==> config.mk <==
export PLATFORM = sky130hd
export DESIGN_NAME = lockstep_lock_arbiter
export DESIGN_NICKNAME = d
export VERILOG_FILES = /design/src/rtl/lockstep_lock_arbiter_pkg.sv /design/src/rtl/rr_arbiter_pick.sv /design/src/rtl/lockstep_lock_arbiter.sv
export SDC_FILE = /design/constraint.sdc
export NUM_CORES = 1
export LEC_CHECK = 0
export ABC_AREA = 0
export CORE_UTILIZATION = 25
export CTS_CLUSTER_SIZE = 14
export DETAILED_ROUTE_END_ITERATION = 8
export GPL_TIMING_DRIVEN = 0
export PLACE_DENSITY_LB_ADDON = 0.12
export SLEW_MARGIN = 5
export SYNTH_ARGS = -nofsm -noshare
export SYNTH_HDL_FRONTEND = slang
export SYNTH_SLANG_ARGS = --single-unit
==> constraint.sdc <==
create_clock -name clk -period 1.81 [get_ports clk]
set_input_delay 0.4525 -clock clk [delete_from_list [all_inputs] [get_ports clk]]
set_output_delay 0.4525 -clock clk [all_outputs]
set_load 0.01 [all_outputs]
==> run_1/metal_density.png <==
The die is cut into 13 by 13 equal tiles; dark purple is low, yellow is high, scaled to the fullest tile. Values are wire area over tile area, all layers added.
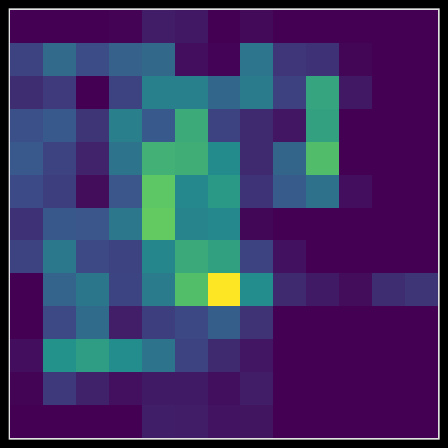
- fullest tile: 0.46
- tiles over half the peak: 8.9%
- nearly empty tiles: 37%
gr usage total: 11.5%
drt total wl: 2.00 mm

==> run_1/wires.png <==
Two of the layers only.
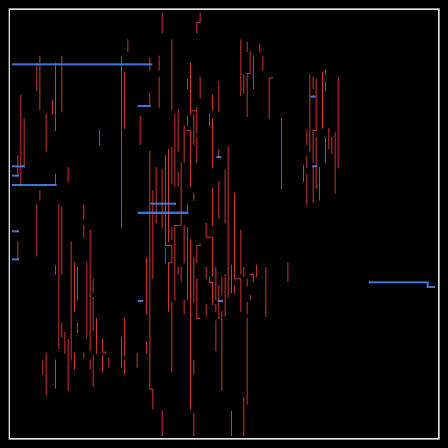
- metal 3: blue (wire length 53.6 µm)
- metal 2: red (wire length 913 µm)
WL/cell: 12.1 µm
Vias: 799

==> run_1/cell_density.png <==
The bar under the picture is 20 µm long. The die is cut into 6 by 6 equal tiles; dark purple is low, yellow is high, 0 to 100% covered.
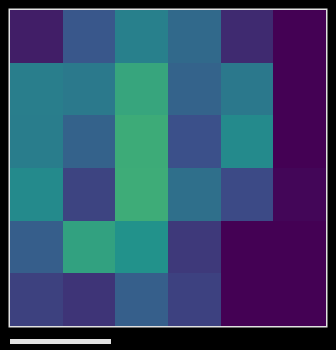
- emptiest ninth of the die: bottom right
- nearly empty tiles: 22%
- fullest tile: 62%
- mean over tiles: 27%
core area: 3440 µm²
Finished Core Util: 32.7%
fp_density: 26.8%

==> impl_metrics.env <==
# yosys + openroad results
export IMPL_seq_share_pct=33.9
export IMPL_io_pins=13
export IMPL_drc_errors=0
export IMPL_tapCellCount=46
export IMPL_p_int_mw=0.615
export IMPL_clkPwrFrac_pct=37.9
export IMPL_post_cts_buffers=0
export IMPL_htreeDepth=1
export IMPL_port_buffer_count=10
export IMPL_multiInputCombCellCount=77
export IMPL_ys_sh_simple_pct=23.9
export IMPL_viasPerCell=4.84
export IMPL_worstPathMaxFanout=7
export IMPL_grt_overflow_total=0
export IMPL_synth_distinct_cells=37
export IMPL_end_kind="output port"
export IMPL_finalPower_mw=0.826
export IMPL_fin_crit_sh_pct=92.6
export IMPL_gp_congestion=0.788
export IMPL_topCombFamilyByArea="simple AND/OR/NAND/NOR gates"
export IMPL_power_density_nw_per_um2=735
export IMPL_ys_seq_share_pct=41.3
export IMPL_ys_sh_adder_pct=4.08
export IMPL_status="complete, no violations"
export IMPL_synth_flops=19
export IMPL_rrSetupSlack_ns=0.20
export IMPL_fp_dieH_um=62.7
export IMPL_fmax_ghz=0.596
export IMPL_cts_num_sinks=19
export IMPL_async_reset_ff_share_pct=0
export IMPL_layout_drive_gt1_share_pct=11.8
export IMPL_grt_use_met2_pct=18.1
export IMPL_rsz0062_at_grt="false"
export IMPL_dieArea_um2=3930
export IMPL_power_switching_mw=0.212
export IMPL_clock_latency_late_pin_ns=0.26
export IMPL_final_clk_cell_share_pct=4.12
export IMPL_setup_viol=0
export IMPL_syn_area_um2=921
export IMPL_rr_worst_depth=5
export IMPL_final_layout_top_logic_cell="dfxtp_1"
export IMPL_cp_slowest_cell="clkdlybuf4s50_1"
export IMPL_busiest_layer="met2"
export IMPL_slew_violations=0
export IMPL_cp_start_kind="flip-flop"
export IMPL_area_combinational_um2=487
export IMPL_cts_root_buf="clkbuf_8"
export IMPL_critPathKind="reg2out"
export IMPL_skew_ns=0.00117
export IMPL_crit_buf_inv=1
export IMPL_path_depth=1
export IMPL_flops=19
export IMPL_min_path_type="in2reg"
export IMPL_max_cap_violations=0
export IMPL_synthAoiAreaFrac_pct=16.4
export IMPL_p_comb_share_pct=9.5
export IMPL_pre_cts_ws_ns=-0.307
export IMPL_fin_crit_ns=1.68
export IMPL_syn2layout_area_growth_pct=22.1
export IMPL_fin_nets=128
export IMPL_cp_slowest_stage_delay_ns=0.56
export IMPL_cts_path_max_buffers=2
export IMPL_combAreaFraction_pct=43.3
export IMPL_ys_area_um2=921
export IMPL_use_met1_pct=13.7
export IMPL_cp_arrival_ns=1.22
export IMPL_synthCells=105
export IMPL_largest_class="combinational gates"
export IMPL_cts_tree="done"
export IMPL_regArea_um2=382
export IMPL_mux_share_pct=4.62
export IMPL_grt_pass1_vias=801
export IMPL_signal_buffers=16
export IMPL_first_pass_iters=4
export IMPL_grt_start_max_net_pins=12
export IMPL_final_layout_top_logic_cells="dfxtp_1, nor2_1, nand2_1, clkdlybuf4s50_1, a21oi_1"
export IMPL_worst_pin_slew_ns=0.497
export IMPL_dp_hpwl_mm=1.45
export IMPL_ir_worst_vdd_mv=0.343
export IMPL_antenna_found_initial=0
export IMPL_fp_nets=113
export IMPL_grt_pass1_wl_mm=3.52
export IMPL_cpLargestDelayFamily="buffers and inverters"
export IMPL_antenna_left=0
export IMPL_edf_count=0
export IMPL_power_frac_seq_pct=52.6
export IMPL_ys_cells=105
export IMPL_postCtsHoldBufs=0
export IMPL_die_w_um=62.7
export IMPL_bufAreaShareNonClock_pct=12.6
export IMPL_clkTransAtPathRegs_ns=0.08
export IMPL_holdPathStages=2
export IMPL_ys_warn_count=0
export IMPL_cp_required_ns=1.36
export IMPL_p_sw_share_pct=25.6
export IMPL_path_cells="clkdlybuf4s50_1"
export IMPL_p_leak_nw=0.418
export IMPL_inverters=3
==> run 1: synth_stat cells (2+ instances only) <==
cell type	instances	area (µm²)
mux2_2	2	22.5
inv_1	3	11.3
a32oi_1	2	17.5
nor2_1	14	52.6
o21ai_0	5	25.0
nand3_1	2	10.0
a31oi_1	2	12.5
a21oi_1	8	40.0
nor3_1	4	20.0
ha_1	3	37.5
dfxtp_1	19	380
clkbuf_1	2	7.51
xnor2_1	2	17.5
mux2i_1	2	20.0
a21o_1	2	15.0
xor2_1	2	17.5
nand2_1	9	33.8
and2_1	2	12.5
buf_6	2	22.5
==> run 1: cell families after synthesis <==
group	after synthesis
AND-OR/OR-AND	24
XOR/XNOR	4
adder cells (fa/ha/maj)	3
buffers and inverters	9
flip-flops	19
multiplexers	4
AND/OR/NAND/NOR	42
==> run 1: power groups by stage <==
stage	clock (mW)	sequential (mW)	combinational (mW)
floorplan	0	0.444	0.0534
global placement	0	0.444	0.0791
detailed placement	0	0.444	0.0801
CTS	0.325	0.435	0.0796
global route	0.334	0.436	0.0894
finish	0.313	0.434	0.0787
==> run 1: routing by layer <==
| layer | vias to the layer above | share of wire, % |
|---|---|---|
| li1 | 399 | - |
| met1 | 377 | 48 |
| met2 | 14 | 46 |
| met3 | 9 | 2.6 |
| met4 | 0 | 4.0 |
| met5 | - | 0 |
==> run 1: metrics by stage <==
stage,TNS [ns],instance area (µm²),std cells,hold WS (ns)
2_1_floorplan,0,921,105,0.449
5_1_grt,0,1120,165,0.422
3_3_place_gp,-1.33,1080,161,0.468
3_5_place_dp,-1.40,1080,161,0.472
4_1_cts,0,1120,165,0.418
6_report,0,1120,165,0.411
Power is estimated from default activity; no workload was simulated.
